[config.mk]
export PLATFORM = sky130hd
export DESIGN_NAME = multicycle_sequencer
export DESIGN_NICKNAME = d
export VERILOG_FILES = /design/src/rtl/multicycle_sequencer.sv
export SDC_FILE = /design/constraint.sdc
export NUM_CORES = 1
export LEC_CHECK = 0
export CORE_UTILIZATION = 25
export DETAILED_ROUTE_END_ITERATION = 16
export MAX_ROUTING_LAYER = met4
export PLACE_DENSITY = 0.46
export SETUP_SLACK_MARGIN = 0.2
export SLEW_MARGIN = 15
export SYNTH_ARGS = -nofsm -noshare
export SYNTH_HDL_FRONTEND = slang
export SYNTH_SLANG_ARGS = --single-unit
[constraint.sdc]
create_clock -name clk -period 4.4 [get_ports clk]
set_input_delay 1.1 -clock clk [delete_from_list [all_inputs] [get_ports clk]]
set_output_delay 1.1 -clock clk [all_outputs]
set_load 0.01 [all_outputs]
[src/rtl/multicycle_sequencer.sv]
// Multi-cycle LEGv8 instruction sequencer.
// Steps each instruction through FETCH/DECODE/EXECUTE/MEMORY/WRITEBACK,
// shares one memory port between fetch and data accesses through a req/ack
// handshake, and parks in a sticky FAULT state on a memory timeout or an
// illegal decode (load and store at the same time).
module multicycle_sequencer #(
  parameter int unsigned MEM_TIMEOUT = 16,  // legal range 1..255
  parameter int unsigned COUNT_W     = 32
) (
  input  logic               clk,
  input  logic               rst_n,
  input  logic               run,
  input  logic               dec_mem_read,
  input  logic               dec_mem_write,
  input  logic               dec_reg_write,
  input  logic               dec_set_flags,
  input  logic               dec_branch,
  input  logic               branch_taken,
  input  logic               mem_ack,
  output logic               mem_req,
  output logic               mem_we,
  output logic               mem_addr_sel,
  output logic               ir_we,
  output logic               pc_we,
  output logic               pc_sel,
  output logic               reg_we,
  output logic               flags_we,
  output logic [2:0]         state,
  output logic [1:0]         fault_code,
  output logic [COUNT_W-1:0] instr_count
);

  typedef enum logic [2:0] {
    ST_IDLE      = 3'd0,
    ST_FETCH     = 3'd1,
    ST_DECODE    = 3'd2,
    ST_EXECUTE   = 3'd3,
    ST_MEMORY    = 3'd4,
    ST_WRITEBACK = 3'd5,
    ST_FAULT     = 3'd7
  } state_t;

  localparam logic [1:0] FC_NONE    = 2'b00;
  localparam logic [1:0] FC_TIMEOUT = 2'b01;
  localparam logic [1:0] FC_ILLEGAL = 2'b10;

  // Counter value seen on the last req cycle that may still accept an ack.
  localparam logic [7:0] TMO_LAST = 8'(MEM_TIMEOUT - 1);

  // Registered state
  state_t               state_r;
  logic [1:0]           fault_code_r;
  logic [COUNT_W-1:0]   instr_count_r;
  logic [7:0]           tmo_cnt_r;
  logic                 lat_mem_read_r;
  logic                 lat_mem_write_r;
  logic                 lat_reg_write_r;
  logic                 lat_set_flags_r;
  logic                 lat_branch_r;
  logic                 taken_r;

  // Combinational decode of the registered state
  state_t               next_state_s;
  logic [1:0]           fault_code_next_s;
  logic                 retire_s;
  logic                 mem_req_s;
  logic                 mem_we_s;
  logic                 mem_addr_sel_s;
  logic                 ir_we_s;
  logic                 pc_sel_s;
  logic                 reg_we_s;
  logic                 flags_we_s;
  logic                 tmo_expire_s;

  // The current request has used its last allowed cycle without an ack.
  assign tmo_expire_s = (tmo_cnt_r == TMO_LAST);

  // State register; reset drops every strobe at once since they decode from it.
  always_ff @(posedge clk or negedge rst_n) begin
    if (!rst_n) begin
      state_r <= ST_IDLE;
    end else begin
      state_r <= next_state_s;
    end
  end

  // Next-state and strobe decode; retire covers the last cycle of each instruction.
  always_comb begin
    next_state_s      = state_r;
    fault_code_next_s = fault_code_r;
    retire_s          = 1'b0;
    mem_req_s         = 1'b0;
    mem_we_s          = 1'b0;
    mem_addr_sel_s    = 1'b0;
    ir_we_s           = 1'b0;
    pc_sel_s          = 1'b0;
    reg_we_s          = 1'b0;
    flags_we_s        = 1'b0;

    case (state_r)
      ST_IDLE: begin
        if (run) begin
          next_state_s = ST_FETCH;
        end else begin
          next_state_s = ST_IDLE;
        end
      end

      ST_FETCH: begin
        mem_req_s      = 1'b1;
        mem_addr_sel_s = 1'b0;
        if (mem_ack) begin
          ir_we_s      = 1'b1;
          next_state_s = ST_DECODE;
        end else if (tmo_expire_s) begin
          next_state_s      = ST_FAULT;
          fault_code_next_s = FC_TIMEOUT;
        end else begin
          next_state_s = ST_FETCH;
        end
      end

      ST_DECODE: begin
        if (dec_mem_read && dec_mem_write) begin
          next_state_s      = ST_FAULT;
          fault_code_next_s = FC_ILLEGAL;
        end else begin
          next_state_s = ST_EXECUTE;
        end
      end

      ST_EXECUTE: begin
        flags_we_s = lat_set_flags_r;
        if (lat_mem_read_r || lat_mem_write_r) begin
          next_state_s = ST_MEMORY;
        end else if (lat_reg_write_r) begin
          next_state_s = ST_WRITEBACK;
        end else begin
          // Retiring here: the branch condition is still only available live.
          retire_s     = 1'b1;
          pc_sel_s     = lat_branch_r & branch_taken;
          next_state_s = run ? ST_FETCH : ST_IDLE;
        end
      end

      ST_MEMORY: begin
        mem_req_s      = 1'b1;
        mem_addr_sel_s = 1'b1;
        mem_we_s       = lat_mem_write_r;
        if (mem_ack) begin
          if (lat_mem_read_r) begin
            next_state_s = ST_WRITEBACK;
          end else begin
            retire_s     = 1'b1;
            pc_sel_s     = lat_branch_r & taken_r;
            next_state_s = run ? ST_FETCH : ST_IDLE;
          end
        end else if (tmo_expire_s) begin
          next_state_s      = ST_FAULT;
          fault_code_next_s = FC_TIMEOUT;
        end else begin
          next_state_s = ST_MEMORY;
        end
      end

      ST_WRITEBACK: begin
        reg_we_s     = 1'b1;
        retire_s     = 1'b1;
        pc_sel_s     = lat_branch_r & taken_r;
        next_state_s = run ? ST_FETCH : ST_IDLE;
      end

      ST_FAULT: begin
        next_state_s = ST_FAULT;
      end

      default: begin
        // Unused encoding: treat as corruption and park safely.
        next_state_s = ST_FAULT;
      end
    endcase
  end

  // Fault code is captured on the transition into FAULT and then held.
  always_ff @(posedge clk or negedge rst_n) begin
    if (!rst_n) begin
      fault_code_r <= FC_NONE;
    end else begin
      fault_code_r <= fault_code_next_s;
    end
  end

  // Request wait counter: cleared on entry to a requesting state, counts unacked cycles.
  always_ff @(posedge clk or negedge rst_n) begin
    if (!rst_n) begin
      tmo_cnt_r <= 8'd0;
    end else if (next_state_s != state_r) begin
      tmo_cnt_r <= 8'd0;
    end else if (mem_req_s && !mem_ack) begin
      tmo_cnt_r <= tmo_cnt_r + 8'd1;
    end else begin
      tmo_cnt_r <= tmo_cnt_r;
    end
  end

  // Capture the control-unit decode at the end of DECODE for the rest of the instruction.
  always_ff @(posedge clk or negedge rst_n) begin
    if (!rst_n) begin
      lat_mem_read_r  <= 1'b0;
      lat_mem_write_r <= 1'b0;
      lat_reg_write_r <= 1'b0;
      lat_set_flags_r <= 1'b0;
      lat_branch_r    <= 1'b0;
    end else if (state_r == ST_DECODE) begin
      lat_mem_read_r  <= dec_mem_read;
      lat_mem_write_r <= dec_mem_write;
      lat_reg_write_r <= dec_reg_write;
      lat_set_flags_r <= dec_set_flags;
      lat_branch_r    <= dec_branch;
    end else begin
      lat_mem_read_r  <= lat_mem_read_r;
      lat_mem_write_r <= lat_mem_write_r;
      lat_reg_write_r <= lat_reg_write_r;
      lat_set_flags_r <= lat_set_flags_r;
      lat_branch_r    <= lat_branch_r;
    end
  end

  // Hold the branch condition from EXECUTE for retirement in a later state.
  always_ff @(posedge clk or negedge rst_n) begin
    if (!rst_n) begin
      taken_r <= 1'b0;
    end else if (state_r == ST_EXECUTE) begin
      taken_r <= branch_taken;
    end else begin
      taken_r <= taken_r;
    end
  end

  // Retired-instruction counter, wraps naturally.
  always_ff @(posedge clk or negedge rst_n) begin
    if (!rst_n) begin
      instr_count_r <= '0;
    end else if (retire_s) begin
      instr_count_r <= instr_count_r + COUNT_W'(1);
    end else begin
      instr_count_r <= instr_count_r;
    end
  end

  assign mem_req      = mem_req_s;
  assign mem_we       = mem_we_s;
  assign mem_addr_sel = mem_addr_sel_s;
  assign ir_we        = ir_we_s;
  assign pc_we        = retire_s;
  assign pc_sel       = pc_sel_s;
  assign reg_we       = reg_we_s;
  assign flags_we     = flags_we_s;
  assign state        = state_r;
  assign fault_code   = fault_code_r;
  assign instr_count  = instr_count_r;

endmodule

**The clock network**

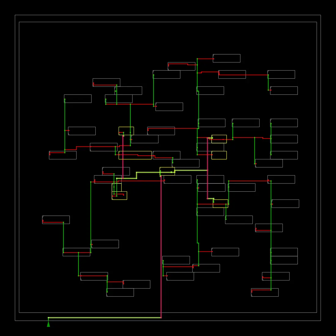
clock buffers: 6
Late-Pin Clk Latency: 0.31 ns
clock-net power: 0.000354 W
clk sinks: 51
clock buffer count from CTS: 5

**Cells colored by class**

Scale: 4 px per um. Fill, decap, tap and diode cells in gray.
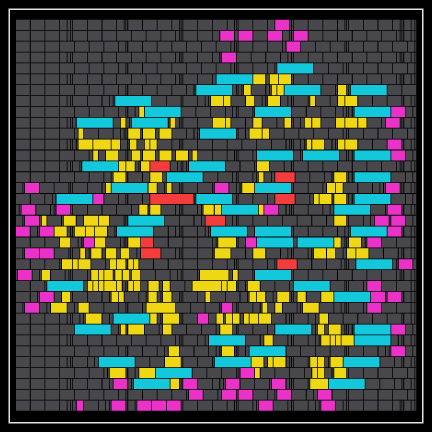
| class | color | cells | share of their area |
|---|---|---|---|
| remaining logic cells | yellow | 180 | 39% |
| clock drivers and dummy loads | red | 8 | 3.8% |
| sequential cells | cyan | 51 | 40% |
| remaining buffers and delay cells | magenta | 59 | 18% |
final core utilization: 0.3434
row cnt: 36

**Nets reached from selected ports**

Scale: 4 px per um.
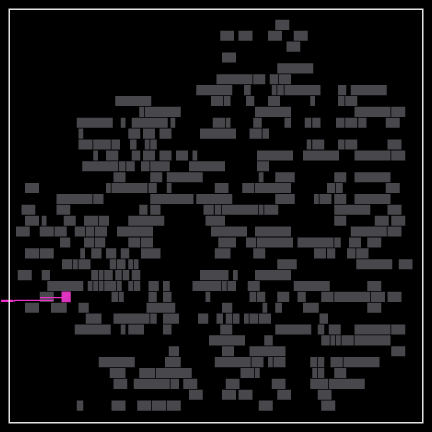
| port | color | bits | direction | edge | end cells | buffers | wire |
|---|---|---|---|---|---|---|---|
| `flags_we` | magenta | 1 | output | west | 1 | 1 | 18.6 um |

==> CHANGELOG.md <==
### Changed

* Max-area cell share at 0.5005
* Max Fclk at roughly 0.25 GHz
* EDFF count, synth at 0
* Most frequent cells in the layout: 53 x clkdlybuf4s50_1, 51 x dfrtp_1, 26 x xnor2_1
* Normalized max-slew margin at 0.4689
* Worst EP arrival at 2.93 ns
* Worst flop-to-flop path startpoint: state[0]
* Core Box Area at around 9800 sq um
* Inst Count DP at 423
* Floorplan Nets at 249
* Antenna cell count at 0
* Ys cells at 237
* CTS tree: yes
* Largest net degree at the start of global routing at 30
* WL met2 at 2616 um
* GR Util met1 at 0.1634
* Io pins at 55
* Met1 Wirelength at around 2900 um
* Hpwl dp at 4157 um
* Post-synth ARST share at 1.000
* GRT busiest layer: met2
* Total Power at about 0.0015 W
* Hold slack at 0.4739 ns
* Final hold viol count at 0
* Max layer used: met4
* Yosys adder share at 0.009814
* Mapped Avg Cell Area at 10.76 sq um
* Worst Path Buf+Inv at 2
* Place WS at around 0.37 ns
* Critical path type: in -> out
* GP Congestion at just over 0.8
* Met3 Use GR at 0.02237
* Hold EP: instr_count[31]
* Synthesis area per yosys at 2550 sq um
* Crit-path leading delay family: buffers and inverters
* Area Growth Syn to Fin at 32.24%
* Detail Route Antenna Nets at 0
* Ratio of final minimum period to clock period at 0.9160
* Simple Share, Synth at 0.2301
* Crit path DRT at 3.30 ns
* M2 GR Usage at 0.1841
* Fin nets at between 300 and 400
* Number of cells on the worst hold path at 1
* Xor/xnor share at 0.1340
* CP Launch Type: input pin
* Status: completed
* Synth warnings at 0
* Die X-Extent at 103.0 um
* Flop area at 1276 sq um
* Final WL at slightly below 6000 um
* # setup viols final at 0
* First-pass GRT wire length at 9563 um
* Global router's overall resource usage at 0.1219
* I/O Buffers at about 54
* OpenROAD warning count at 26
* DRC Markers at 0
* Non-Filler Instances at approximately 430
* Cell Area, Synth at 2550 sq um
* Crit path max-delay cell type: clkdlybuf4s50_1
* H-tree depth at 2
* Flops out of synthesis at between 50 and 60
* Origin of the worst setup path: mem_ack
* Initial antenna violation count at 0
* Most instantiated logic cell after routing: clkdlybuf4s50_1
* Worst path cell trace: clkdlybuf4s50_1, nand2b_1, a21boi_0, a22oi_1, nor2b_1, clkdlybuf4s50_1
* Critical Path End Type: output pin
* Commonest flop: dfrtp_1
* Worst Reg-to-Reg Cells at 5
* Fillers at between 1000 and 1500
* Worst hold path class: reg -> reg
* MUX share of area at 0.03484
* Slack of the worst reg-to-reg path at 2.14 ns
* Post-CTS setup buffer count at 0
* Yosys aoi share at 0.06820
* Mapped Cells at 237
* Placed Area at about 3300 sq um
* P per Cell Area at 450.2 nW/um^2
* Worst setup endpoint: pc_sel
* Yosys cell types at 43
* Vias in the first global route at 1858
* Clock Tree Buf Depth at 2
* Crit-path max FO at 4
* DR vias at between 1500 and 2000
* Post-synth seq share at 0.5005
* Root Driver: clkbuf_8
* DR pass1 iterations at 4
* Initial Util at 0.2597
* Maximum vdd drop at 304.1 uV
* DR WL met3 at 194 um
* Post-route cell area at ~3400 sq um
* Crit path largest cell delay at between 0.5 and 0.6 ns
* WL per Instance at 13.41 um
* Largest area contributor in the netlist: dfrtp_1
* Post-cts sizing count at 0
* Worst Slack Setup Final at 0.3696 ns
* Grt total ovfl at 0
* Drt initial violations at 49
* Top logic family: simple AND/OR/NAND/NOR gates
* Routed vias/inst at between 4 and 5
* Pleak at 1.379 nW
* Pins over their slew limit at 0
* Crit path time final at 4.030 ns
* DIE AREA at about 11000 sq um
* Hold_sp: instr_count[31]
* RSZ-0062 raised after global routing: false
* Top cells, area: dfrtp_1 50%, xnor2_1 8.9%, xor2_1 4.5%
* Max Cap Viol at 0
* Die height at 103.0 um
* Worst R2R End: instr_count[21]
* Setup_tns at 0 ns
* Logic area at 1216 sq um
* Clock transition at the registers of the reported paths at 0.10 ns
* Worst Max-Slew Pin Slew at roughly 0.79 ns
* Critical path depth at 6
**M2 wires**

Scale: 4 px per um. Cells faint in the background.
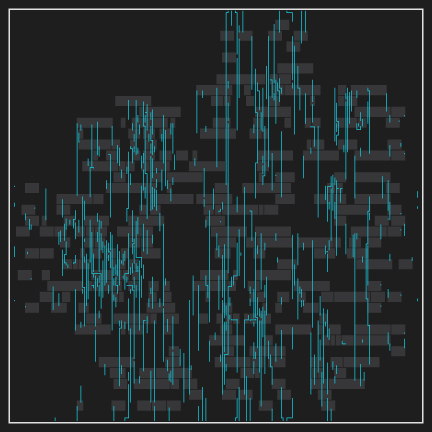
main direction: vertical
wire length on this layer: 2620 um
share of all routed wire: 45%
nets with wire on the layer: 252
longest straight run: 43.0 um

**Routed clock nets over the placement**

Scale: 4 px per um.
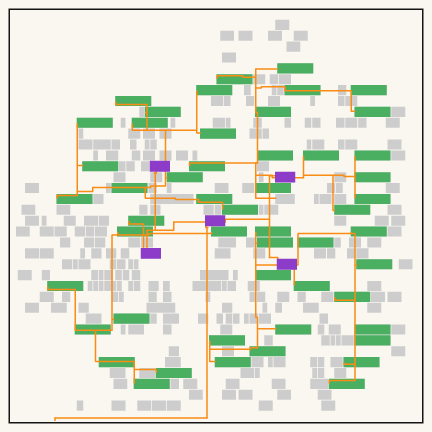
[clock-net drivers] purple | count: 5
[flip-flops] green | count: 51
[clock wires] orange | length: 725 um
routed clock nets: 6
clock network fraction of total power: 0.233
clk_skew: 0.008693 ns

power by group:
part           switching, W  internal, W  total (W)
clock network      0.000167     0.000187   0.000354
registers          0.000102     0.000537   0.000639
logic              0.000258     0.000267   0.000525
cells in the mapped netlist, types with 3 or more instances:
| cell | count |
|---|---|
| dfrtp_1 | 51 |
| xnor2_1 | 26 |
| nand2_1 | 19 |
| nand3_1 | 17 |
| nor2_1 | 15 |
| xor2_1 | 13 |
| nand4_1 | 8 |
| and2_1 | 7 |
| mux2_2 | 7 |
| and3_1 | 6 |
| nor3_1 | 6 |
| inv_1 | 5 |
| nor4_1 | 5 |
| clkbuf_1 | 3 |
| nor2b_1 | 3 |
| nor3b_1 | 3 |
| o21ai_0 | 3 |
| o21ai_1 | 3 |
| or4_1 | 3 |
cell type report:
| class | count | share of cell area |
|---|---|---|
| flip-flops and latches | 51 | 0.3785 |
| multi-input cells | 175 | 0.3607 |
| repair buffers | 59 | 0.1699 |
| well taps | 133 | 0.04935 |
| clock buffers | 6 | 0.02449 |
| clock inverters | 2 | 0.01150 |
| inverters | 5 | 0.005566 |
flip-flops by register name (all words and copies together), names as in the netlist:
name             cells
lat_mem_write_r      1
lat_set_flags_r      1
instr_count         32
lat_reg_write_r      1
fault_code           2
taken_r              1
lat_mem_read_r       1
lat_branch_r         1
state                3
tmo_cnt_r            8
logic make-up (layout without fill, tap and decap cells):
logic type / Yosys count / count (layout)
multiplexers: 8 / 8
AND-OR/OR-AND: 22 / 22
flip-flops: 51 / 51
adder cells (fa/ha/maj): 2 / 2
AND/OR/NAND/NOR: 104 / 104
XOR/XNOR: 39 / 39
buffers and inverters: 11 / 72
Power and IR drop assume default switching activity.
